<file path="src/rtl/rcs_seq_addsub.sv">
// Multi-cycle ripple-carry adder/subtractor.
// Operands are accepted over a valid/ready handshake, summed CHUNK bits per
// clock (LSB chunk first) through a registered carry, and the result is held
// under valid/ready backpressure until the consumer takes it.
module rcs_seq_addsub #(
    parameter int WIDTH = 8,
    parameter int CHUNK = 4
) (
    input  logic             clk,
    input  logic             rst_n,
    input  logic             in_valid,
    output logic             in_ready,
    input  logic             sub,
    input  logic [WIDTH-1:0] a,
    input  logic [WIDTH-1:0] b,
    output logic             out_valid,
    input  logic             out_ready,
    output logic [WIDTH-1:0] result,
    output logic             carry,
    output logic             ovf
);

    localparam int NCHUNK = WIDTH / CHUNK;
    localparam int KW     = (NCHUNK > 1) ? $clog2(NCHUNK) : 1;

    typedef enum logic [1:0] {
        IDLE = 2'd0,
        CALC = 2'd1,
        DONE = 2'd2
    } state_t;

    state_t           state_q, state_d;
    logic [WIDTH-1:0] a_q, a_d;
    logic [WIDTH-1:0] b_q, b_d;
    logic             sub_q, sub_d;
    logic             cy_q, cy_d;
    logic [KW-1:0]    k_q, k_d;
    logic [WIDTH-1:0] r_q, r_d;
    logic [WIDTH-1:0] result_q, result_d;
    logic             carry_q, carry_d;
    logic             ovf_q, ovf_d;

    logic [CHUNK-1:0] a_chunk;
    logic [CHUNK-1:0] b_chunk;
    logic [CHUNK-1:0] b_eff_chunk;
    logic [CHUNK:0]   chunk_sum;
    logic [WIDTH-1:0] r_upd;
    logic             last_chunk;
    logic             b_eff_msb;

    // Chunk datapath: select chunk k, add with registered carry, merge into shadow.
    always_comb begin
        a_chunk = '0;
        b_chunk = '0;
        for (int unsigned i = 0; i < NCHUNK; i++) begin
            if (k_q == KW'(i)) begin
                a_chunk = a_q[i*CHUNK +: CHUNK];
                b_chunk = b_q[i*CHUNK +: CHUNK];
            end
        end
        b_eff_chunk = sub_q ? ~b_chunk : b_chunk;
        chunk_sum   = {1'b0, a_chunk} + {1'b0, b_eff_chunk} + {{CHUNK{1'b0}}, cy_q};
        r_upd = r_q;
        for (int unsigned i = 0; i < NCHUNK; i++) begin
            if (k_q == KW'(i)) begin
                r_upd[i*CHUNK +: CHUNK] = chunk_sum[CHUNK-1:0];
            end
        end
        last_chunk = (k_q == KW'(NCHUNK - 1));
        b_eff_msb  = sub_q ^ b_q[WIDTH-1];
    end

    // Next-state and register-update logic for IDLE/CALC/DONE.
    always_comb begin
        state_d  = state_q;
        a_d      = a_q;
        b_d      = b_q;
        sub_d    = sub_q;
        cy_d     = cy_q;
        k_d      = k_q;
        r_d      = r_q;
        result_d = result_q;
        carry_d  = carry_q;
        ovf_d    = ovf_q;
        unique case (state_q)
            IDLE: begin
                if (in_valid) begin
                    a_d     = a;
                    b_d     = b;
                    sub_d   = sub;
                    cy_d    = sub;
                    k_d     = '0;
                    state_d = CALC;
                end
            end
            CALC: begin
                r_d  = r_upd;
                cy_d = chunk_sum[CHUNK];
                k_d  = k_q + 1'b1;
                if (last_chunk) begin
                    k_d      = '0;
                    result_d = r_upd;
                    carry_d  = sub_q ? ~chunk_sum[CHUNK] : chunk_sum[CHUNK];
                    ovf_d    = (a_q[WIDTH-1] == b_eff_msb) && (r_upd[WIDTH-1] != a_q[WIDTH-1]);
                    state_d  = DONE;
                end
            end
            DONE: begin
                if (out_ready) begin
                    state_d = IDLE;
                end
            end
            default: state_d = IDLE;
        endcase
    end

    // State and datapath registers with asynchronous active-low reset.
    always_ff @(posedge clk or negedge rst_n) begin
        if (!rst_n) begin
            state_q  <= IDLE;
            a_q      <= '0;
            b_q      <= '0;
            sub_q    <= 1'b0;
            cy_q     <= 1'b0;
            k_q      <= '0;
            r_q      <= '0;
            result_q <= '0;
            carry_q  <= 1'b0;
            ovf_q    <= 1'b0;
        end else begin
            state_q  <= state_d;
            a_q      <= a_d;
            b_q      <= b_d;
            sub_q    <= sub_d;
            cy_q     <= cy_d;
            k_q      <= k_d;
            r_q      <= r_d;
            result_q <= result_d;
            carry_q  <= carry_d;
            ovf_q    <= ovf_d;
        end
    end

    assign in_ready  = (state_q == IDLE);
    assign out_valid = (state_q == DONE);
    assign result    = result_q;
    assign carry     = carry_q;
    assign ovf       = ovf_q;

endmodule
</file>
<file path="config.mk">
export PLATFORM = sky130hd
export DESIGN_NAME = rcs_seq_addsub
export DESIGN_NICKNAME = d
export VERILOG_FILES = /design/src/rtl/rcs_seq_addsub.sv
export SDC_FILE = /design/constraint.sdc
export NUM_CORES = 1
export LEC_CHECK = 0
export ABC_AREA = 1
export CAP_MARGIN = 20
export CORE_MARGIN = 2
export CORE_UTILIZATION = 51
export DETAILED_ROUTE_END_ITERATION = 10
export HOLD_SLACK_MARGIN = 0.12
export PLACE_DENSITY = 0.78
export SYNTH_ARGS = -nofsm -noshare
export SYNTH_HDL_FRONTEND = slang
export SYNTH_SLANG_ARGS = --single-unit
</file>
<file path="constraint.sdc">
create_clock -name clk -period 2.6 [get_ports clk]
set_clock_uncertainty 0.1 [all_clocks]
set_input_delay 0.52 -clock clk [delete_from_list [all_inputs] [get_ports clk]]
set_output_delay 0.52 -clock clk [all_outputs]
set_load 0.05 [all_outputs]
</file>
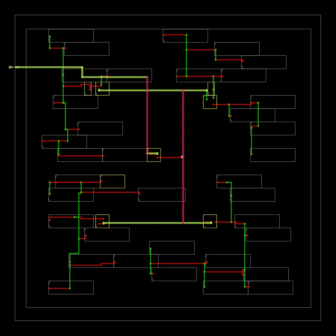
run_1/clocks.png
Clk. pwr: 0.302 mW
clk sinks: 36
Flop Count: 36
TritonCTS Buffers: 5

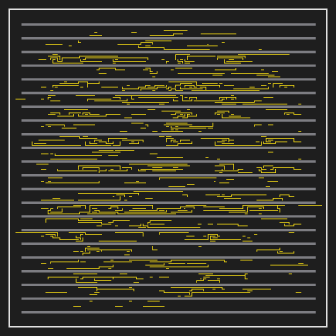
run_1/layer_met1.png
Supply wires on this layer in grey.
- main direction: horizontal
- longest straight run: 13.3 µm
- share of all routed wire: 48%
- wire length on this layer: 1430 µm
via count: 1332
wirelength, routed: 2.997 mm
met1 GRT Util: 22.81%

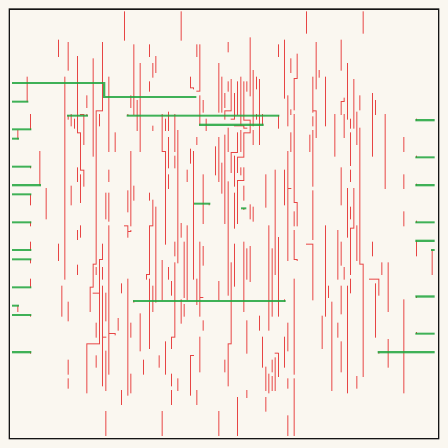
run_1/wires.png
Only two layers are drawn.
- metal 2: red (wire length 1380 µm)
- metal 3: green (wire length 143 µm)
Routed WL per cell: 10.44 µm
all-layer global routing usage: 18.10%

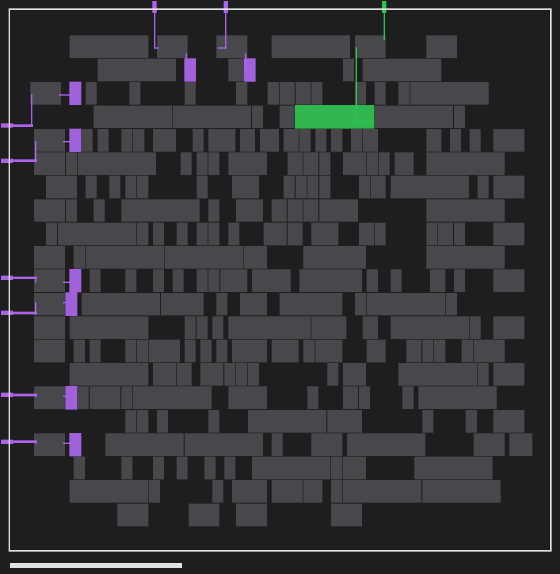
run_1/io_fan.png
The bar under the picture is 20 µm long.
- ovf: green (bits 1; direction output; edge top; end cells 1; buffers 1; wire 13.5 µm)
- a: purple (bits 8; direction input; edge 6 left, 2 top; end cells 8; buffers 8; wire 40.7 µm)
# IOs: 33
IO Port Bufs: 32

==> impl_metrics.toml, run 1 <==
# synthesis and place-and-route metrics
[floorplanning]
row_count = 21
die_height_um = 62.73
core-area_um2 = 3337
fp-utilization_pct = 52.72
die_area_um2 = 3935
chipWidth_um = 62.73

[grt]
grt_max_degree = 37
grt_pass1_vias = 1283
met2_usage_pct = 28.90
grt_most_used_layer = "met2"
grt_use_met3_pct = 6.126

[sta]
final-setup-viol-count = 0
max_slew_margin_pct = 67.04
maxSlewViolCount = 0
period_used_pct = 91.60
max_freq_ghz = 0.4199
grt_setup_unrepaired = "no"
timing.setup.tns_ns = 0

[synth]
most_common_cell = "nand2_1"
syn_inst = 206
avgSynthCellArea_um2 = 8.540
synth.logic.top_family = "simple AND/OR/NAND/NOR gates"
syn_area_um2 = 1759
ys_seq_share_pct = 51.21
aoi_share_pct = 6.046
synth-edff-count = 0
ys_cells = 206
yosys_area_um2 = 1759
xor_share_pct = 3.485
netlist.top_cell.by_area = "dfrtp_1"
ys_seq_elements = 36
simple_gate_share_pct = 28.38
ys_types = 26
synth-async-reset-ratio_pct = 100.0
fa_ha_area_share_pct = 4.410

[clock_tree]
tritoncts = "built"
clockBufferDepth = 2
clock_latency_ns = 0.34
postCtsSetupRepairBufs = 0
cts_root_buffer = "clkbuf_4"

[critical_path]
r2r_cells = 11
worstPathArrival_ns = 1.76
reg2reg_to = "carry"
path_max_fanout = 4
end_kind = "output port"

[status]
status = "finished, final reports clean"

[cells_and_area]
final_nets = 266
final_cell_area_um2 = 2171
utilization_pct = 65.05

[min_path]
min_to = "result[0]"
worstHoldStart = "result[0]"
holdPathStages = 2

[place]
placed_cell_area_um2 = 2111
dp_slack_ns = 0.1591
dp_hpwl_mm = 2.252

[power_and_ir_drop]
p_leak_nw = 1.120
p_per_area_nw_per_um2 = 1489
power.total_mw = 3.232

[run]
warnings = 26
maxCapViolations = 0

[route]
via_per_inst = 4.641
[run 1: worst max-delay path: stages, from the launching register on]
cell	delay, ns
dfrtp_1	0.45
nor2_2	0.16
clkdlybuf4s50_1	0.82
[run 1: worst max-delay path by stage]
stage	from	endpoint	slack [ns]	cells after the start
2_1_floorplan	k_q	carry	0.29	12
3_3_place_gp	k_q	carry	0.21	11
3_5_place_dp	k_q	carry	0.16	11
4_1_cts	k_q	carry	0.14	11
5_1_grt	k_q	carry	0.05	11
6_report	state_q[0]	in_ready	0.22	2
[run 1: sequential cells by signal, summed over array words and instances (netlist names)]
name     flops
sub_q        1
k_q          1
r_q          5
b_q          8
result       8
state_q      2
cy_q         1
ovf          1
a_q          8
carry        1
[run 1: report_power, final]
group / leakage, nW / switching (mW) / internal (mW)
logic: 0.638 / 1.22 / 0.706
clock network: 0.0326 / 0.169 / 0.133
registers: 0.449 / 0.171 / 0.829
total: 1.12 / 1.56 / 1.67
[run 1: metal layers]
metal | part of all wire, % | up-vias
met4 | 1.4 | 0
met3 | 4.8 | 5
met1 | 48 | 594
met5 | 0 | -
li1 | - | 701
met2 | 46 | 32
[run 1: layout by cell type, fill, tap and decap left out, types with 3 or more instances in the layout]
cell type	n
o21ai_0	12
dfrtp_1	35
nand3_1	8
clkbuf_4	5
clkdlybuf4s50_1	32
inv_1	13
nand2_1	99
xor2_1	6
ha_1	3
[run 1: cell type report]
type / instances / area, µm²
Clock buffer: 8 / 58.81
Fill cell: 300 / 1166
Inverter: 16 / 62.56
Multi-Input combinational cell: 147 / 754.5
Sequential cell: 36 / 902.1
Tap cell: 46 / 57.56
Timing Repair Buffer: 34 / 335.3
==> run 2, diff against run 1 <==
--- a/config.mk
+++ b/config.mk
@@ -9,9 +9,11 @@
 export CAP_MARGIN = 20
 export CORE_MARGIN = 2
 export CORE_UTILIZATION = 51
+export CTS_CLUSTER_SIZE = 40
 export DETAILED_ROUTE_END_ITERATION = 10
 export HOLD_SLACK_MARGIN = 0.12
 export PLACE_DENSITY = 0.78
+export RECOVER_POWER = 50
 export SYNTH_ARGS = -nofsm -noshare
 export SYNTH_HDL_FRONTEND = slang
 export SYNTH_SLANG_ARGS = --single-unit
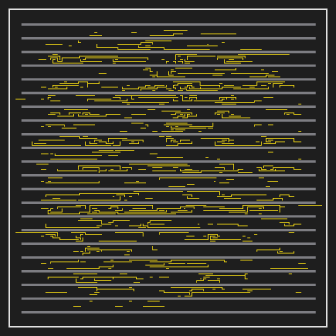
run_2/layer_met1.png
Supply wires on this layer in grey.
- wire length on this layer: 1470 µm
- main direction: horizontal
- share of all routed wire: 49%
via count: 1325
wirelength, routed: 3.021 mm

==> impl_metrics.toml, run 2 <==
# synthesis and place-and-route metrics
[sta]
worst_pin_slew_ns = 0.8684
period_used_pct = 91.64
timing.setup.tns_ns = 0
max_slew_margin_pct = 42.11
timing.hold.ws_ns = 0.3805
final-setup-viol-count = 0
max_freq_ghz = 0.4197
maxSlewViolCount = 0
timing.final.crit_period_ns = 2.383

[critical_path]
path_max_fanout = 4
worstPathArrival_ns = 1.76
end_kind = "output port"

[grt]
grt_max_degree = 37
grt.total_usage_pct = 18.10
grt_pass1_vias = 1283

[place]
dp_slack_ns = 0.1591
placed_cell_area_um2 = 2111
portBuffers = 32
dp_hpwl_mm = 2.252

[clock_tree]
postCtsSetupRepairBufs = 0
cts_inserted_buffers = 5
cts.sink_count = 36
clock_latency_ns = 0.34
clockBufferDepth = 2
cts_root_buffer = "clkbuf_4"

[synth]
top_area_share_pct = 51.21
netlist.top_cell.by_area = "dfrtp_1"
avgSynthCellArea_um2 = 8.540
ys_types = 26
synth-edff-count = 0
most_common_cell = "nand2_1"
ys_cells = 206
syn_area_um2 = 1759
ys_seq_share_pct = 51.21
synth-async-reset-ratio_pct = 100.0
ys_seq_elements = 36
yosys_area_um2 = 1759
syn_inst = 206
netlist_top_cells_area = "dfrtp_1 (51%), nand2_1 (21%), o21ai_0 (3.4%), xor2_1 (3.0%), inv_1 (2.8%)"

[floorplanning]
fp-utilization_pct = 52.72
die_height_um = 62.73
die_area_um2 = 3935
core-area_um2 = 3337
chipWidth_um = 62.73

[cells_and_area]
utilization_pct = 64.27
final_common_cell = "nand2_1"
final_nets = 266
final_cell_area_um2 = 2145
stdcell_count = 287
layout_top_cells = "nand2_1 (99), dfrtp_1 (35), clkdlybuf4s50_1 (31)"

[route]
via_per_inst = 4.617
antenna_left = 0
drt_iter0_markers = 46
remaining_drc_errors = 0
routedWlPerCell_um = 10.53

[run]
maxCapViolations = 0
warnings = 26

[status]
status = "finished, final reports clean"

[power_and_ir_drop]
p_leak_nw = 1.107
seqPwrFrac_pct = 31.2
p_int_mw = 1.654
switchingPower_mw = 1.536
p_sw_share_pct = 48.14
comb_power_share_pct = 59.3
power.share.clock_pct = 9.5
power.total_mw = 3.190
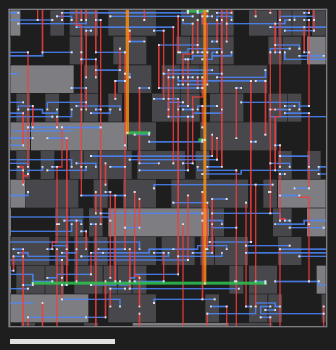
run_2/detail.png
The bar under the picture is 10 µm long. Region (16, 16) to (46, 46) µm. Cells in grey, sequential cells in the stronger grey; small squares are vias.
- metal 3: green
- metal 2: red
- metal 4: orange
- metal 1: blue
- most frequent: nand2_1 (32), inv_1 (7), xor2_1 (6)
- netlist names of flops here include: b_q (2)
- cells with their middle in the window: 81
- sequential cells in the window: 4

run 2: cell counts after synthesis:
No cell type changed its count.
run 2: worst max-delay path, stage by stage (launching register included):
cell and delay, ns:
dfrtp_1 0.45, nor2_2 0.16, clkdlybuf4s50_1 0.82
run 2: layout make-up:
type                    instances  area (µm²)
repair buffers                 34       332.8
clock buffers                   8       58.81
multi-input cells             147       730.7
well taps                      46       57.56
inverters                      16       62.56
flip-flops and latches         36       902.1
fillers                       304        1192
run 2: cell families (layout without fill, tap and decap cells):
| family | after synthesis | count (layout) | share of synthesized area [%] |
|---|---|---|---|
| simple gates | 116 | 116 | 28.38 |
| flops | 36 | 36 | 51.21 |
| buf+inv | 23 | 58 | 5.904 |
| compound gates | 18 | 18 | 6.046 |
| xor+xnor | 7 | 7 | 3.485 |
| fa+ha+maj | 5 | 5 | 4.410 |
| mux | 1 | 1 | 0.5690 |
run 2: final timing paths:
kind                            depth (start not counted)       start   endpoint
worst max register to register                         11         k_q      carry
worst min register to register                          2   result[0]  result[0]
max in group asynchronous                               2       rst_n        k_q
worst min-delay path                                    2   result[0]  result[0]
min in group asynchronous                               2       rst_n        k_q
worst max-delay path                                    2  state_q[0]   in_ready
run 2: power groups by stage:
stage                     combinational, mW  sequential, mW  clock, mW
after floorplan                        1.32            1.17          0
after global placement                 1.87            1.00          0
after detailed placement               1.94            1.01          0
after CTS                              1.94            1.00      0.313
after global routing                   2.16            1.04      0.344
final                                  1.89           0.995      0.302
run 2: metal layers:
| metal | up-vias | track usage, % | routed length (µm) |
|---|---|---|---|
| met3 | 5 | 6.126 | 132 |
| met4 | 0 | 6.944 | 42 |
| li1 | 699 | - | - |
| met1 | 590 | 22.81 | 1466 |
| met5 | - | 0 | 0 |
| met2 | 31 | 28.90 | 1379 |
Power is estimated from default activity; no workload was simulated.
